**src/rtl/bcd_serial_addsub.sv**
```systemverilog
// Digit-serial BCD adder/subtractor: one shared decimal digit cell, LSD first,
// signed-magnitude subtract via a second ten's-complement pass over z.
//
// state | meaning
// ------+---------------------------------------------------------------
// IDLE  | waiting for start; results hold their last values
// RUN   | one digit of x +/- y per edge, LSD first, digit enters z at MSD
// COMP  | negative difference: ten's complement of z, one digit per edge
// DONE  | result final; next edge pulses done, drops busy, returns to IDLE
module bcd_serial_addsub #(
  parameter int N_DIGITS = 4
) (
  input  logic                  clk,
  input  logic                  rst_b,
  input  logic                  start,
  input  logic                  op,
  input  logic [4*N_DIGITS-1:0] x,
  input  logic [4*N_DIGITS-1:0] y,
  output logic                  busy,
  output logic                  done,
  output logic [4*N_DIGITS-1:0] z,
  output logic                  c_out,
  output logic                  neg,
  output logic                  err
);

  localparam int W  = 4 * N_DIGITS;
  localparam int CW = $clog2(N_DIGITS + 1);

  typedef enum logic [1:0] {
    IDLE = 2'd0,
    RUN  = 2'd1,
    COMP = 2'd2,
    DONE = 2'd3
  } state_t;

  state_t          state_q, state_d;
  logic [W-1:0]    x_q, x_d;
  logic [W-1:0]    y_q, y_d;
  logic [W-1:0]    z_q, z_d;
  logic            op_q, op_d;
  logic            carry_q, carry_d;
  logic [CW-1:0]   cnt_q, cnt_d;
  logic            busy_q, busy_d;
  logic            done_q, done_d;
  logic            c_out_q, c_out_d;
  logic            neg_q, neg_d;
  logic            err_q, err_d;

  logic            bad_digit;
  logic [3:0]      cell_a, cell_b;
  logic [4:0]      cell_sum;
  logic            cell_carry;
  logic [3:0]      cell_digit;
  logic [W-1:0]    z_shift;
  logic            last_digit;

  always_comb begin
    bad_digit = 1'b0;
    for (int i = 0; i < N_DIGITS; i++) begin
      if (x[4*i +: 4] > 4'd9 || y[4*i +: 4] > 4'd9) bad_digit = 1'b1;
    end
  end

  // Shared digit cell. In COMP the b input is zero and a is the nines
  // complement of the current z digit, so the same +6 correction applies.
  always_comb begin
    if (state_q == COMP) begin
      cell_a = 4'd9 - z_q[3:0];
      cell_b = 4'd0;
    end else begin
      cell_a = x_q[3:0];
      cell_b = op_q ? (4'd9 - y_q[3:0]) : y_q[3:0];
    end
    cell_sum   = {1'b0, cell_a} + {1'b0, cell_b} + {4'd0, carry_q};
    cell_carry = (cell_sum > 5'd9);
    cell_digit = cell_carry ? (cell_sum[3:0] + 4'd6) : cell_sum[3:0];
  end

  always_comb begin
    z_shift            = z_q >> 4;
    z_shift[W-1 -: 4]  = cell_digit;
    last_digit         = (cnt_q == CW'(1));
  end

  always_comb begin
    state_d = state_q;
    x_d     = x_q;
    y_d     = y_q;
    z_d     = z_q;
    op_d    = op_q;
    carry_d = carry_q;
    cnt_d   = cnt_q;
    busy_d  = busy_q;
    done_d  = 1'b0;
    c_out_d = c_out_q;
    neg_d   = neg_q;
    err_d   = err_q;

    case (state_q)
      IDLE: begin
        if (start) begin
          x_d     = x;
          y_d     = y;
          op_d    = op;
          z_d     = '0;
          c_out_d = 1'b0;
          neg_d   = 1'b0;
          carry_d = op;
          cnt_d   = CW'(N_DIGITS);
          busy_d  = 1'b1;
          err_d   = bad_digit;
          state_d = bad_digit ? DONE : RUN;
        end
      end

      RUN: begin
        x_d     = x_q >> 4;
        y_d     = y_q >> 4;
        z_d     = z_shift;
        carry_d = cell_carry;
        cnt_d   = cnt_q - CW'(1);
        if (last_digit) begin
          if (!op_q) begin
            c_out_d = cell_carry;
            state_d = DONE;
          end else if (cell_carry) begin
            neg_d   = 1'b0;
            state_d = DONE;
          end else begin
            // No borrow-free carry out: x < y, so complement the digits.
            neg_d   = 1'b1;
            carry_d = 1'b1;
            cnt_d   = CW'(N_DIGITS);
            state_d = COMP;
          end
        end
      end

      COMP: begin
        z_d     = z_shift;
        carry_d = cell_carry;
        cnt_d   = cnt_q - CW'(1);
        if (last_digit) state_d = DONE;
      end

      DONE: begin
        done_d  = 1'b1;
        busy_d  = 1'b0;
        state_d = IDLE;
      end

      default: state_d = IDLE;
    endcase
  end

  always_ff @(posedge clk or negedge rst_b) begin
    if (!rst_b) begin
      state_q <= IDLE;
      x_q     <= '0;
      y_q     <= '0;
      z_q     <= '0;
      op_q    <= 1'b0;
      carry_q <= 1'b0;
      cnt_q   <= '0;
      busy_q  <= 1'b0;
      done_q  <= 1'b0;
      c_out_q <= 1'b0;
      neg_q   <= 1'b0;
      err_q   <= 1'b0;
    end else begin
      state_q <= state_d;
      x_q     <= x_d;
      y_q     <= y_d;
      z_q     <= z_d;
      op_q    <= op_d;
      carry_q <= carry_d;
      cnt_q   <= cnt_d;
      busy_q  <= busy_d;
      done_q  <= done_d;
      c_out_q <= c_out_d;
      neg_q   <= neg_d;
      err_q   <= err_d;
    end
  end

  assign busy  = busy_q;
  assign done  = done_q;
  assign z     = z_q;
  assign c_out = c_out_q;
  assign neg   = neg_q;
  assign err   = err_q;

endmodule

```
**config.mk**
```make
export PLATFORM = sky130hd
export DESIGN_NAME = bcd_serial_addsub
export DESIGN_NICKNAME = d
export VERILOG_FILES = /design/src/rtl/bcd_serial_addsub.sv
export SDC_FILE = /design/constraint.sdc
export NUM_CORES = 1
export LEC_CHECK = 0
export CAP_MARGIN = 20
export CORE_ASPECT_RATIO = 2
export CORE_MARGIN = 2
export CORE_UTILIZATION = 45
export DETAILED_ROUTE_END_ITERATION = 12
export PLACE_DENSITY = 0.73
export SKIP_LAST_GASP = 1
export SYNTH_ARGS = -nofsm -noshare
export SYNTH_HDL_FRONTEND = slang
export SYNTH_SLANG_ARGS = --single-unit
```
**constraint.sdc**
```tcl
create_clock -name clk -period 3.1 [get_ports clk]
set_clock_uncertainty 0.1 [all_clocks]
set_input_delay 0.31 -clock clk [delete_from_list [all_inputs] [get_ports clk]]
set_output_delay 0.31 -clock clk [all_outputs]
set_load 0.05 [all_outputs]
```
Figure 1. Signal wires on met1.
Scale bar: 20 µm. Cells faint in the background.
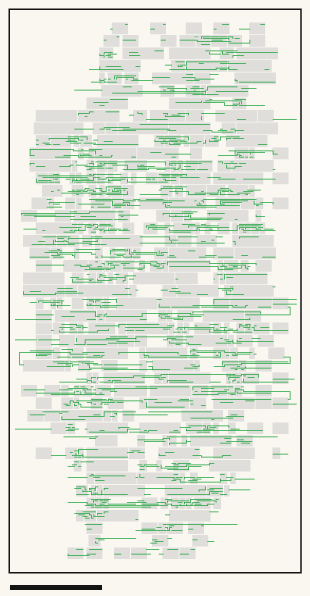
The longest straight run is 23.9 µm. The layer holds 43% of the routed length. The layer carries 3140 µm of wire.
met1 usage: 25.1%
final WL: 7300 µm
DR vias: 2580

Figure 2. M2 wires.
Scale bar: 20 µm. Cells faint in the background.
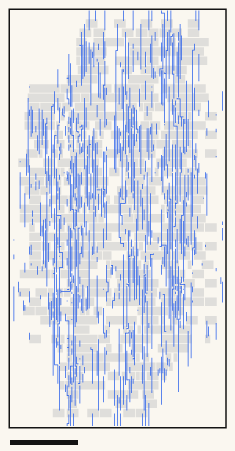
372 nets have wire on it. The wires run mostly vertical. The longest straight run is 48.8 µm. The layer holds 51% of the routed length.

Figure 3. Signal wires on met3.
Scale bar: 20 µm. Cells faint in the background.
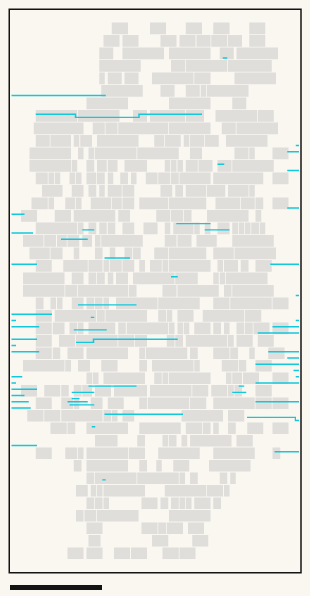
The layer carries 319 µm of wire. The longest straight run is 20.2 µm. 50 nets have wire on it. The layer holds 4.4% of the routed length.

Figure 4. Metal 4.
Scale bar: 20 µm.
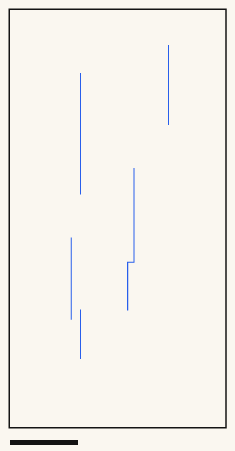
The layer holds 1.9% of the routed length. The layer carries 140 µm of wire. The wires run mostly vertical. 4 nets have wire on it.

[cells by family (layout without fill, tap and decap cells)]
family          after synthesis  in the layout
compound gates               99             99
flops                        60             60
simple gates                 75             75
fa+ha+maj                    15             15
buf+inv                      33            107
mux                          29             29
xor+xnor                      5              5
[cells in the final DEF (no fill, tap or decap), types with 2 or more instances in the layout]
| cell type | n |
|---|---|
| dfrtp_1 | 59 |
| o31ai_1 | 4 |
| clkbuf_1 | 2 |
| xnor2_1 | 3 |
| mux2i_1 | 26 |
| o21ai_0 | 47 |
| a22o_1 | 16 |
| or2_2 | 2 |
| nand3b_1 | 2 |
| clkdlybuf4s50_1 | 55 |
| nand2_1 | 43 |
| nor2_1 | 15 |
| a211oi_1 | 3 |
| nor3_1 | 2 |
| inv_1 | 13 |
| a22oi_1 | 8 |
| a21oi_1 | 9 |
| ha_1 | 10 |
| nand3_1 | 2 |
| clkbuf_16 | 9 |
| fa_2 | 2 |
| nand4_1 | 2 |
| buf_4 | 18 |
| xor2_1 | 2 |
| ha_4 | 2 |
| bufinv_16 | 4 |
[path summary, 6_finish.rpt]
kind                                              from             endpoint  slack [ns]  cells past startpoint
min in group asynchronous                        rst_b   y_q[2]$_DFFE_PN0P_        0.48                      2
worst min-delay path                y_q[8]$_DFFE_PN0P_   y_q[8]$_DFFE_PN0P_        0.38                      2
worst max-delay path            state_q[0]$_DFFE_PN0P_    z[14]$_DFFE_PN0P_        0.11                     14
worst min register to register      y_q[8]$_DFFE_PN0P_   y_q[8]$_DFFE_PN0P_        0.38                      2
worst max register to register  state_q[0]$_DFFE_PN0P_    z[14]$_DFFE_PN0P_        0.11                     14
max in group asynchronous                        rst_b  y_q[10]$_DFFE_PN0P_        1.74                      3
[state kept, by name, indices dropped and copies added, names as in the netlist]
| register | cells |
|---|---|
| op_q | 1 |
| done | 1 |
| busy | 1 |
| carry_q | 1 |
| neg | 1 |
| z | 16 |
| c_out | 1 |
| x_q | 16 |
| cnt_q | 3 |
| y_q | 16 |
| err | 1 |
| state_q | 2 |
[routing by layer]
metal	wire [µm]	part of all wire [%]
met1	3140	43
met3	318	4.4
met5	0	0
met2	3700	51
met4	139	1.9
[what timing repair did]
item | CTS | global route
endpoints found under the hold margin | 31 | 0
setup endpoints to repair | 6 | 8
gates resized | 1 | 7
setup buffers | 1 | 4
hold buffers | 1 | 0
pin swaps | 1 | 3
[area by class of cell]
type                    instances  area share [%]
clock buffers                  12            5.67
clock inverters                 4            2.76
inverters                      14            1.21
multi-input cells             223            36.4
flip-flops and latches         60            34.6
well taps                      90            2.59
repair buffers                 77            16.8
[worst reg2reg max path, stage by stage, from the launching register on]
cell and delay, ns:
dfrtp_1 0.39, inv_2 0.10, ha_4 0.19, nand2_1 0.08, o21ai_2 0.06, fa_2 0.22, inv_1 0.06, fa_2 0.53
inv_1 0.07, ha_4 0.17, a22o_4 0.26, o31ai_4 0.17, buf_6 0.16, mux2i_2 0.21, a22o_1 0.15
==> results.sh <==
# flow metrics
export IMPL_drv_slew=0
export IMPL_top_usage_layer="met2"
export IMPL_cp_arrival_ns=3.16
export IMPL_cp_cell_sequence="inv_2 > ha_4 > nand2_1 > o21ai_2 > fa_2 > inv_1 > fa_2 > inv_1 > ha_4 > a22o_4 > o31ai_4 > buf_6 > mux2i_2 > a22o_1"
export IMPL_worst_pin_slew_ns=0.723
export IMPL_edf_count=0
export IMPL_die_area_um2=7720
export IMPL_cts_root_buf="clkbuf_16"
export IMPL_most_common_cell="dfrtp_1"
export IMPL_synthCells=316
export IMPL_fin_tns_setup_ns=0
export IMPL_postSynthSeqShare_pct=47.7
export IMPL_maxCapViolations=0
export IMPL_port_buffer_count=56
export IMPL_grt_pass1_vias=2617
export IMPL_crit_family="adder cells"
export IMPL_critical_path_buf_inv_count=4
export IMPL_drive_above_1_share_pct=13.8
export IMPL_max_freq_ghz=0.334
export IMPL_placed_area_um2=3890
export IMPL_final_area_um2=4350
export IMPL_fillers=580
export IMPL_cts_tree="done"
export IMPL_first_pass_iters=4
export IMPL_avgSynthCellArea_um2=9.97
export IMPL_finalSetupViolations=0
export IMPL_h_tree_depth=3
export IMPL_ys_sh_xor_pct=1.39
export IMPL_status="finished, final reports clean"
export IMPL_ys_cells=316
export IMPL_ys_top_logic_family="AND-OR/OR-AND gates"
export IMPL_slowest_stage="fa_2"
export IMPL_topCellsByArea="dfrtp_1, mux2i_1, o21ai_0"
export IMPL_wire_per_inst_um=15.2
export IMPL_ys_sh_aoi_pct=20.5
export IMPL_syn_to_final_growth_pct=38.1
export IMPL_drc=0
export IMPL_gr_usage_met2_pct=34.0
export IMPL_io_pins=57
export IMPL_pre_cts_slack_ns=-0.145
export IMPL_clk_pin_slew_worst_paths_ns=0.05
export IMPL_critPathLaunchType="register"
export IMPL_clkLatencyLatePin_ns=0.32
